==> config.mk <==
export PLATFORM = sky130hd
export DESIGN_NAME = writeback_unit_flat
export DESIGN_NICKNAME = d
export VERILOG_FILES = /design/src/rtl/writeback_unit_if.sv /design/src/rtl/writeback_unit.sv /design/src/flat_wrapper.sv
export SDC_FILE = /design/constraint.sdc
export NUM_CORES = 1
export LEC_CHECK = 0
export CORE_UTILIZATION = 30
export CTS_CLUSTER_SIZE = 30
export DETAILED_ROUTE_END_ITERATION = 8
export DONT_BUFFER_PORTS = 1
export MAX_ROUTING_LAYER = met4
export SETUP_SLACK_MARGIN = 0.5
export SLEW_MARGIN = 20
export SYNTH_ARGS = -nofsm -noshare
export SYNTH_HDL_FRONTEND = slang
export SYNTH_SLANG_ARGS = --single-unit
==> constraint.sdc <==
create_clock -name clk -period 3.5 [get_ports clk]
set_input_delay 0.525 -clock clk [delete_from_list [all_inputs] [get_ports clk]]
set_output_delay 0.525 -clock clk [all_outputs]
set_load 0.01 [all_outputs]
### Where the registers sit, run 1

Scale bar: 20 um.
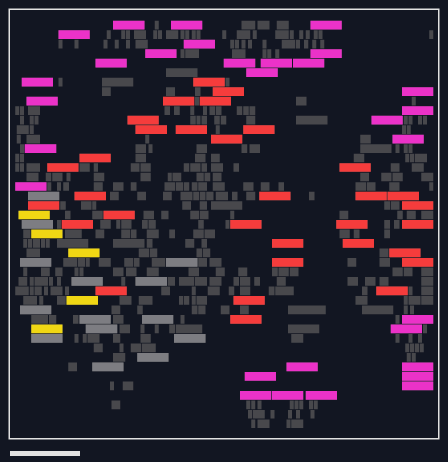
magenta -> u_core.bus.dmem_addr  # placed flops 30, where widely spread
yellow -> u_core.bus.reg_wr_addr  # placed flops 5, where left middle
red -> u_core.bus.reg_wr_data  # placed flops 32
sequential cell area share: 0.424
P_seq: 1440 uW
Flop area: 2030 sq um
Util after Layout: 0.341

### Metal 1, run 1

Scale bar: 20 um. Supply wires on this layer in grey.
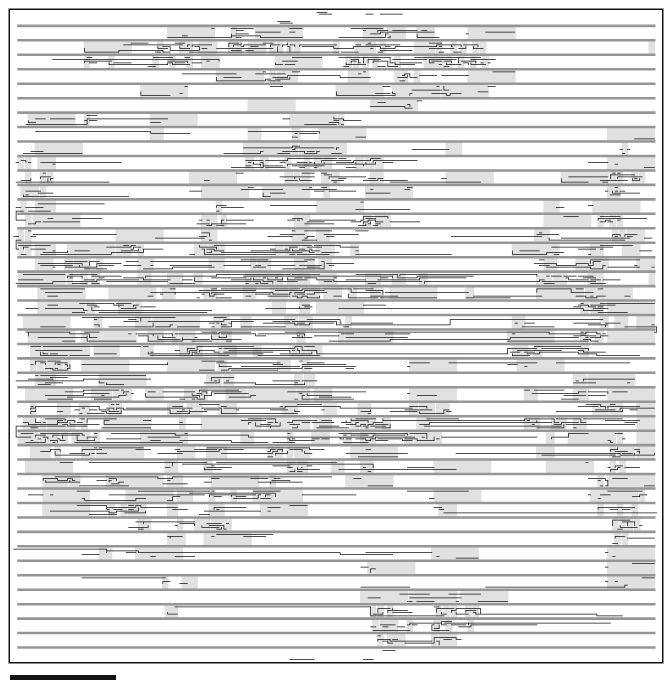
nets with wire on the layer = 491
wire length on this layer = 5,660 um
main direction = horizontal
longest straight run = 49.7 um
share of all routed wire = 40%
met1 Use GR: 0.220
DRT Wirelength: 14,100 um
Vias: 3,459

### Port wiring, run 1

Scale bar: 20 um.
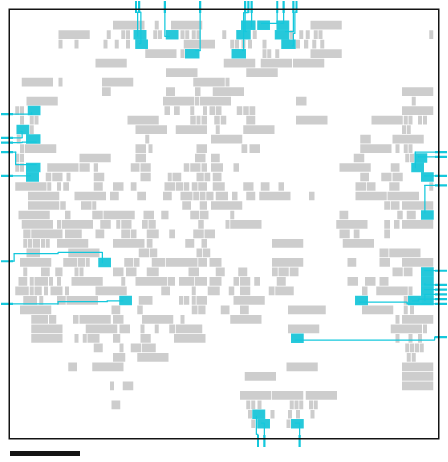
cyan -> bus_ex_pc_plus4  # bits 32, direction input, edge 11 top, 11 right, 7 left, 3 bottom, end cells 32, buffers 0, wire 327 um
Top Ports: 184
port bufs: 0

==> out/qor.txt, run 1 <==
Init Core Util: 0.311
CP max FO: 24
WL per Instance: 22.2 um
Hold Fails Final Rpt: 0
Final min period: 2.37 ns
Met2 global-route usage: 0.308
Sw frac: 0.337
TritonRoute pass-1 iters: 4
Status: finished clean
Inverters: 5
Final setup fails: 0
Net Switching: 984 uW
Global-route wire length before repair: 20,300 um
Crit. End Element: flip-flop
Cell Rows: 43
Mapped Cells: 463
CTS max path bufs: 2
CP bufs+invs: 1
Vias in the first global route: 3,509
Post-cts hold buffer count: 0
Worst Max-Slew Pin Slew: 0.958 ns
Synthesized flop and latch total: 81
DRC viols: 0
Clock-pin slew on the worst setup and hold paths: 0.07 ns
Initial antenna violation count: 4
Post-CTS setup buffer count: 0
Layer with the highest usage: met2
Multi-In Gates: 337
Min-Delay Path Class: in -> async
Cell Area, Synth: 4370 sq um
Nature of the critical path startpoint: flip-flop
Final-layout clock-cell area share: 0.0641
Yosys cell count: 463
Maximum vdd drop: 0.318 mV
Internal power: 1940 uW
Setup TNS: 0 ns
Top Layout Cells: 113 x nand2_1, 81 x dfrtp_1, 34 x mux2i_1
Log Warnings: 26
Routability congestion estimate: 0.795
Avg Synthesized Cell Area: 9.43 sq um
RSZ-0062 raised after global routing: false
CTS sink cnt: 81
Hold Slack: 0.159 ns
Number of cells on the critical path: 6
GRT Util Overall: 0.195
Fmax achieved: 422 MHz
Worst EP arrival: 2.60 ns
Via/cell ratio: 5.46
CTS root buf: clkbuf_16
Clock buffers: 10
# placed instances: 612
DR iter-0 viols: 141
Cycle use final: 0.678
Yosys cell types: 39
Ys async rst share: 1.00
Chip Area: 15,000 sq um
N_taps: 180
R2R depth: 6
Antenna Violating Nets Remaining: 0
Total CTS buffers: 9
Bufs w/o clock: 9
Met3 Track Usage GR: 0.0864
Seq pwr share: 0.491
Clock power share: 0.333
Largest cell class by area: multi-input combinational cells
Layout cell share with drive strength beyond 1: 0.116
Cell area after layout: 4780 sq um
Logic share of the area: 0.443
Slew Viols, Final: 0
Pwr Density: 611 nW/um^2
WS Path Type: reg -> reg
Nets: 554
Leak: 0.00209 uW
Main synth FF type: dfrtp_1
MI comb area: 2120 sq um
Sequential area share after synthesis: 0.464
Tally of filler cells in the layout: 1,411
Most frequent logic cell in the layout: nand2_1
[run 1: cell families after synthesis]
| family | share of synthesized area |
|---|---|
| AND/OR/NAND/NOR | 0.182 |
| buffers and inverters | 0.0556 |
| AND-OR/OR-AND | 0.178 |
| flip-flops | 0.464 |
| multiplexers | 0.119 |
| other | 0.000859 |
[run 1: power groups by stage]
| stage | Clock (uW) | Sequential [uW] | Combinational, uW |
|---|---|---|---|
| after global placement | 0 | 1450 | 496 |
| final | 972 | 1440 | 514 |
| after global routing | 1040 | 1470 | 584 |
| after floorplan | 0 | 1370 | 441 |
| after CTS | 1000 | 1440 | 518 |
| after detailed placement | 0 | 1460 | 518 |
[run 1: Yosys cell counts (2+ instances only)]
library cell | number | area [sq um]
buf_4 | 4 | 30.0
o21ai_0 | 3 | 15.0
nand2b_1 | 2 | 12.5
dfrtp_1 | 81 | 2030
buf_2 | 11 | 55.1
nor3_1 | 18 | 90.1
nor3b_1 | 8 | 60.1
inv_1 | 3 | 11.3
buf_6 | 5 | 56.3
o311ai_1 | 8 | 70.1
a21o_1 | 16 | 120
mux2i_1 | 34 | 340
a2111oi_0 | 15 | 131
a31oi_1 | 5 | 31.3
nor2b_1 | 12 | 75.1
a21oi_1 | 32 | 160
o31a_1 | 2 | 17.5
nor2_1 | 18 | 67.6
mux2_2 | 16 | 180
nand2_1 | 113 | 424
buf_1 | 4 | 15.0
clkbuf_1 | 16 | 60.1
o221ai_1 | 8 | 70.1
o21bai_1 | 7 | 52.6
or4_1 | 2 | 15.0
o2111ai_1 | 7 | 61.3
[run 1: metal layers]
metal  up-vias  wire length (um)
met5         -                 0
met1      1695              5660
met2       142              6680
met4         0               258
li1       1608                 -
met3        14              1470
==> run 2: changes to the inputs <==
==> constraint.sdc (replaced) <==
create_clock -name clk -period 2.1 [get_ports clk]
set_input_delay 0.315 -clock clk [delete_from_list [all_inputs] [get_ports clk]]
set_output_delay 0.315 -clock clk [all_outputs]
set_load 0.01 [all_outputs]
==> run 2 against run 1 <==
  * Clock skew shrank 0.0066 ns
  * Worst hold slack got worse by 0.086 ns
  * Largest cell class unchanged
  * Area after synthesis is the same
  * Combinational power up 98%
  * Die size is the same
  * Non-clock buffer count increased by 22
  * Core utilization increased by 3.5 points
  * Cell count grew 3.5%
  * Sequential cell count did not move
  * Register-to-register slack worse by 0.92 ns
  * Global-route usage is essentially flat
==> out/qor.txt, run 2 <==
Nature of the critical path startpoint: flip-flop
Init Core Util: 0.311 (unchanged)
Antenna Violating Nets Remaining: 0 (unchanged)
Total CTS buffers: 9 (unchanged)
Top cells by count: 113 x nand2_1, 81 x dfrtp_1, 34 x mux2i_1
MI comb area: 2230 sq um (+5.2%)
Final min period: 1.89 ns (-0.478 ns)
Leak: 0.00228 uW (+9.5%)
Met2 global-route usage: 0.305 (-0.00351)
DRC viols: 0 (unchanged)
Cycle use final: 0.902 (+0.224)
Maximum vdd drop: 0.580 mV (+82%)
Metal2 WL: 6880 um (+3.0%)
Global-route wire length before repair: 20,400 um (+0.48%)
DR top layer: met4
Setup TNS: 0 ns (unchanged)
Flop area: 2030 sq um (+0.12%)
Synth top area share: 0.464 (unchanged)
WL met1: 5720 um (+1.1%)
Util after Layout: 0.375 (+0.0346)
Routability congestion estimate: 0.831 (+4.5%)
CTS tree: built
Vias in the first global route: 3,499 (-0.28%)
Met3 Track Usage GR: 0.0850 (-0.00139)
Min-Delay Path Class: in -> reg
Status: finished clean
TritonRoute pass-1 iters: 6 (+2)
Tally of filler cells in the layout: 1,386 (-1.8%)
Largest area contributor in the netlist: dfrtp_1
R2R depth: 7 (+1)
Initial antenna violation count: 4 (unchanged)
Chip Area: 15,000 sq um (unchanged)
Cell Rows: 43 (unchanged)
Main synth FF type: dfrtp_1
Worst EP arrival: 2.13 ns (-0.47 ns)
CTS root buf: clkbuf_16
Crit. End Element: flip-flop
RSZ-0062 raised after global routing: true
Yosys cell count: 463 (unchanged)
Nets: 577 (+4.2%)
Hold Slack: 0.0723 ns (-0.0864 ns)
Worst Max-Slew Pin Slew: 0.616 ns (-0.342 ns)
Mapped Cells: 463 (unchanged)
DR iter-0 viols: 182 (+29%)
Top Ports: 184 (unchanged)
Ys async rst share: 1.00 (unchanged)
Number of cells on the critical path: 7 (+1)
CP bufs+invs: 2 (+1)
CTS max path bufs: 2 (unchanged)
Most frequent logic cell in the layout: nand2_1
Yosys cell types: 39 (unchanged)
Sequential area share after synthesis: 0.464 (unchanged)
Cell area after layout: 5270 sq um (+10%)
Synthesized flop and latch total: 81 (unchanged)
Final setup fails: 0 (unchanged)
Fmax achieved: 528 MHz (+25%)
Via/cell ratio: 5.46 (about the same)
DR WL met3: 1580 um (+7.7%)
Hold Fails Final Rpt: 0 (unchanged)
Avg Synthesized Cell Area: 9.43 sq um (unchanged)
CP max FO: 9 (-63%)
Port bufs: 0 (unchanged)
Yosys top cell by instances: nand2_1
Pwr Density: 999 nW/um^2 (+64%)
==> run 2: kinds of logic after synthesis <==
group | count (synthesis) | share of synthesized area
other | 1 | 0.000859
buffers and inverters | 46 | 0.0556
muxes | 50 | 0.119
AOI/OAI and AO/OA | 108 | 0.178
and+or+nand+nor | 177 | 0.182
DFF | 81 | 0.464
==> run 2: worst reg2reg max path: cells and delay by family (launching register included) <==
| family | cells | cell delay (ns) |
|---|---|---|
| AND-OR/OR-AND | 4 | 0.62 |
| flip-flops | 1 | 0.37 |
| buffers and inverters | 2 | 0.30 |
| AND/OR/NAND/NOR | 1 | 0.50 |
==> run 2: area by class of cell <==
| class | count | share of cell area |
|---|---|---|
| flip-flops and latches | 81 | 0.385 |
| multi-input cells | 338 | 0.423 |
| inverters | 5 | 0.00570 |
| repair buffers | 31 | 0.0746 |
| diodes | 4 | 0.00190 |
| clock inverters | 6 | 0.0216 |
| well taps | 180 | 0.0428 |
| clock buffers | 10 | 0.0454 |
==> run 2: per-stage QoR <==
stage	setup slack, ns	std cells	power (uW)
3_5_place_dp	0.183	625	3320
6_report	0.206	655	5260
2_1_floorplan	0.328	464	3020
3_3_place_gp	0.218	625	3280
4_1_cts	0.210	648	5280
5_1_grt	0.108	655	5520
==> run 2: power by group <==
group | total (uW) | switching [uW] | leakage [uW] | internal, uW
Clock | 1870 | 673 | 0.000165 | 1200
Sequential | 2370 | 456 | 0.000984 | 1910
Combinational | 1020 | 553 | 0.00113 | 467
Total | 5260 | 1680 | 0.00228 | 3580
==> run 2: timing repair <==
| action | CTS | global route |
|---|---|---|
| endpoints found under the setup margin | 76 | 61 |
| cloned | 2 | 3 |
| hold endpoints to repair | 26 | 0 |
| gates resized | 32 | 10 |
| pin swaps | 2 | 6 |
| buffers inserted | 4 | 0 |
| hold buffers | 1 | 0 |
### Congestion heat map, run 2

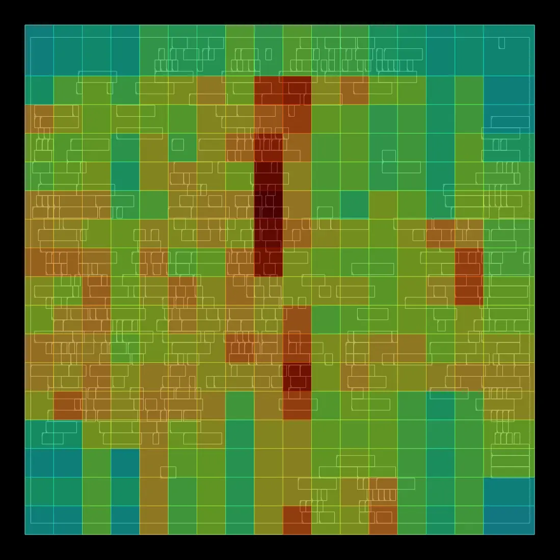
met1 Use GR: 0.228
layer with the highest usage: met2

### Wiring by layer, run 2

Two of the layers only.
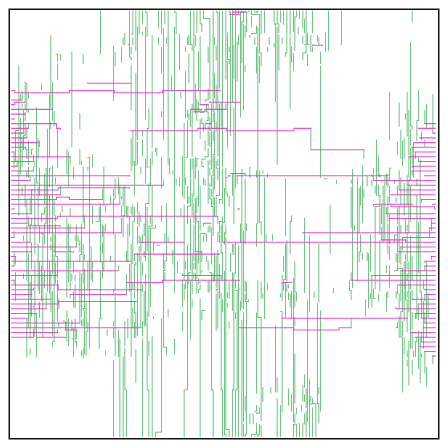
magenta -> met3  # wire length 1,580 um
green -> met2  # wire length 6,880 um
GRT Util Overall: 0.195
DRT Wirelength: 14,400 um
WL per Instance: 22.0 um
Vias: 3,579

Power is estimated from default activity; no workload was simulated.
